Figure 1. Selected gate families.
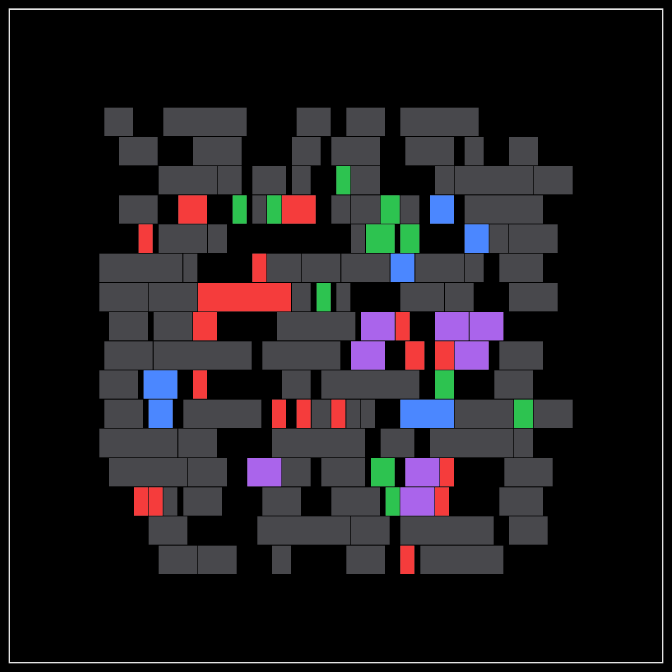
Figure 2. Placed cells, one color a class.
The bar under the picture is 20 um long.
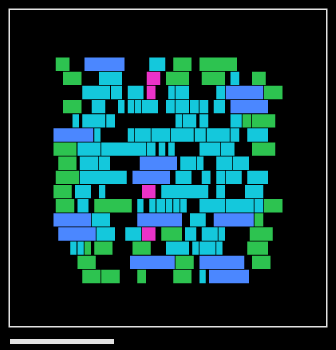
--- config.mk ---
export PLATFORM = sky130hd
export DESIGN_NAME = pattern_seq
export DESIGN_NICKNAME = d
export VERILOG_FILES = /design/src/rtl/o2_pkg.sv /design/src/rtl/pattern_seq.sv
export SDC_FILE = /design/constraint.sdc
export NUM_CORES = 1
export LEC_CHECK = 0
export CORE_MARGIN = 8
export CORE_UTILIZATION = 45
export DETAILED_ROUTE_END_ITERATION = 8
export GPL_TIMING_DRIVEN = 0
export HOLD_SLACK_MARGIN = 0.06
export PLACE_DENSITY_LB_ADDON = 0.05
export SETUP_SLACK_MARGIN = 0.05
export SKIP_CTS_REPAIR_TIMING = 1
export SLEW_MARGIN = 0
export SYNTH_ARGS = -nofsm -noshare
export SYNTH_HDL_FRONTEND = slang
export SYNTH_SLANG_ARGS = --single-unit
--- constraint.sdc ---
create_clock -name clk -period 2.3 [get_ports clk]
set_input_delay 0.23 -clock clk [delete_from_list [all_inputs] [get_ports clk]]
set_output_delay 0.23 -clock clk [all_outputs]
set_load 0.1 [all_outputs]
--- src/rtl/o2_pkg.sv ---
// rtl/o2_pkg.sv - shared sizes and FSM state encodings for pattern_seq
package o2_pkg;

   localparam int DEPTH  = 16;
   localparam int DATA_W = 2;
   localparam int ADDR_W = 4;

   // FSM state enumeration
   localparam logic [1:0] IDLE  = 2'd0;
   localparam logic [1:0] FETCH = 2'd1;
   localparam logic [1:0] CAPT  = 2'd2;
   localparam logic [1:0] SHOW  = 2'd3;

endpackage

--- src/rtl/pattern_seq.sv ---
// rtl/pattern_seq.sv - load a short pattern into external memory and replay it on demand
module pattern_seq #(
   parameter int DEPTH  = o2_pkg::DEPTH,
   parameter int DATA_W = o2_pkg::DATA_W,
   parameter int ADDR_W = o2_pkg::ADDR_W
) (
   input  logic              clk,
   input  logic              rst,
   input  logic              wr_valid,
   input  logic [DATA_W-1:0] wr_data,
   output logic              wr_ready,
   input  logic              start,
   input  logic              clear,
   output logic              rd_valid,
   output logic [DATA_W-1:0] rd_data,
   output logic              rd_last,
   input  logic              rd_ready,
   output logic              busy,
   output logic [ADDR_W:0]   count,
   output logic              mem_we,
   output logic [ADDR_W-1:0] mem_addr,
   output logic [DATA_W-1:0] mem_d_in,
   input  logic [DATA_W-1:0] mem_d_out
);

   import o2_pkg::*;

   localparam logic [ADDR_W:0]   FULL    = (ADDR_W+1)'(DEPTH);
   localparam logic [ADDR_W:0]   CNT_ONE = (ADDR_W+1)'(1);
   localparam logic [ADDR_W-1:0] PTR_ONE = ADDR_W'(1);

   logic [1:0]        state;
   logic [ADDR_W:0]   count_q;
   logic [ADDR_W-1:0] ptr;
   logic [DATA_W-1:0] rd_data_q;
   logic              wr_fire;
   logic              is_last;

   // Loading is only possible while idle; start and clear both block it so a
   // same-cycle start never races a write into the pattern.
   assign wr_ready = (state == IDLE) && (count_q < FULL) && !start && !clear;
   assign wr_fire  = wr_valid && wr_ready;
   assign is_last  = ({1'b0, ptr} == (count_q - CNT_ONE));

   assign mem_we   = wr_fire;
   assign mem_d_in = wr_data;
   assign mem_addr = (state == IDLE) ? count_q[ADDR_W-1:0] : ptr;

   assign rd_valid = (state == SHOW);
   assign rd_last  = (state == SHOW) && is_last;
   assign rd_data  = rd_data_q;
   assign busy     = (state != IDLE);
   assign count    = count_q;

   // Playback FSM: FETCH issues the address, CAPT takes the registered read
   // data, SHOW holds it until the consumer accepts; clear beats everything.
   always_ff @(posedge clk) begin
      if (rst) begin
         state     <= IDLE;
         count_q   <= '0;
         ptr       <= '0;
         rd_data_q <= '0;
      end else if (clear) begin
         state   <= IDLE;
         count_q <= '0;
         ptr     <= '0;
      end else begin
         case (state)
            IDLE: begin
               if (start && (count_q != '0)) begin
                  ptr   <= '0;
                  state <= FETCH;
               end else if (wr_fire) begin
                  count_q <= count_q + CNT_ONE;
               end
            end
            FETCH: state <= CAPT;
            CAPT: begin
               rd_data_q <= mem_d_out;
               state     <= SHOW;
            end
            SHOW: begin
               if (rd_ready) begin
                  if (is_last) begin
                     state <= IDLE;
                  end else begin
                     ptr   <= ptr + PTR_ONE;
                     state <= FETCH;
                  end
               end
            end
            default: state <= IDLE;
         endcase
      end
   end

endmodule

==> run summary <==
Item: results of the latest flow run.

- OpenSTA, run right after detailed placement, puts the worst setup slack at -0.531 ns.
- The area taken by multi-input logic gates is approximately 610 um2.
- Leaving out the clock tree, the finished layout contains a buffer count of 33.
- The flow ran to the end, and the final reports show no timing, DRC or antenna violations.
- The share of cells above drive strength 1 is 0.278.
- The type recorded for the worst min-delay path is register to register.
- The final HPWL from detailed placement is roughly 1600 um.
- The critical path contains buffers and inverters numbering 3 combined.
- The post-synthesis share of cell area spent on and-or and or-and gates is 0.169.
- The netlist uses 39 different library cells.
- OpenROAD emitted warnings numbering 31.
- The effective utilization at floorplan is 0.469.
- The reported net switching power is between 0.0001 and 0.00015 W.
- The synthesis report lists the most area-consuming cells as dfxtp_1 29%, ha_1 9.7%, nor2_1 5.0%.
- The headroom to the max-slew limit is 0.339.
- The biggest area contributor in the post-synthesis netlist is dfxtp_1.
- The largest incremental delay on the critical path is ~0.36 ns.
- The via count of the first global-routing pass came to roughly 810.
- Per the placement report, the placed cell count is roughly 160.
- Looking at the critical path, the highest net fanout was 6.
- In the synthesized netlist, the dominant kind of combinational cell is simple AND/OR/NAND/NOR gates.
- Per STA, the worst path is made up of buf_6 > inv_2 > ha_4 > o21ba_1 > a221oi_2 > o2111a_2 > buf_12.
- Per the layout area report, the register area comes to 277 um2.
- The number of buffers on the longest clock path is 2.
- The worst setup path is of the register to output port kind.
- Per the post-synthesis report, the nets total 121.
- For this run, the detailed router's first-pass iteration total came to 4.
- Per the CTS log, the root buffer master is clkbuf_4.
- For this block, the via count after detailed routing is between 800 and 900.
- The time the final worst path needs with I/O delays and setup is between 2 and 2.5 ns.
- The internal portion of the total power is 0.000321 W.
- Across every metal layer, demand over resource in global routing totals 0.124.
- The fraction of synthesis flops using an asynchronous set or reset pin is 0.
- Per the final report, the share of cell area in non-clock buffers is 0.261.
- In the layout the commonest cells are 16 x clkdlybuf4s50_1, 12 x nor2_1, 7 x dlymetal6s2s_1.
- The leading cell type by number of instances after synthesis is dfxtp_1.
Notes on Figure 1 above:
- green: nand cells (cells 11)
- purple: xor and xnor cells (cells 8)
- blue: and/or cells (cells 6)
- red: nor cells (cells 18)
most common library cell in the layout ignoring fill and taps: clkdlybuf4s50_1
fraction of area in multi-input gates: 0.461
tally of non-filler cells in the final layout: 160

Notes on Figure 2 above:
- cyan: remaining logic cells (cells 83; share of their area 50%)
- blue: registers (cells 13; share of their area 22%)
- magenta: clock drivers and dummy loads (cells 4; share of their area 2.1%)
- green: remaining buffers and delay cells (cells 33; share of their area 27%)

==> registers in the layout (all words and copies together), names as in the netlist <==
signal   flops
rd_data      2
state        2
ptr          4
count        5
==> worst paths after layout <==
kind | cells past startpoint | slack, ns | endpoint | startpoint
max reg2reg | 8 | 0.39 | state[0] | count[0]
max | 7 | 0.15 | rd_last | count[0]
min | 2 | 0.50 | rd_data[1] | rd_data[1]
min reg2reg | 2 | 0.50 | rd_data[1] | rd_data[1]
==> metal layers <==
layer	track usage	vias up	wire (um)
met5	0	-	0
met2	0.214	18	1010
met4	0.0698	0	44
met1	0.135	379	880
li1	-	422	-
met3	0.0275	5	110
Power and IR drop assume default switching activity.
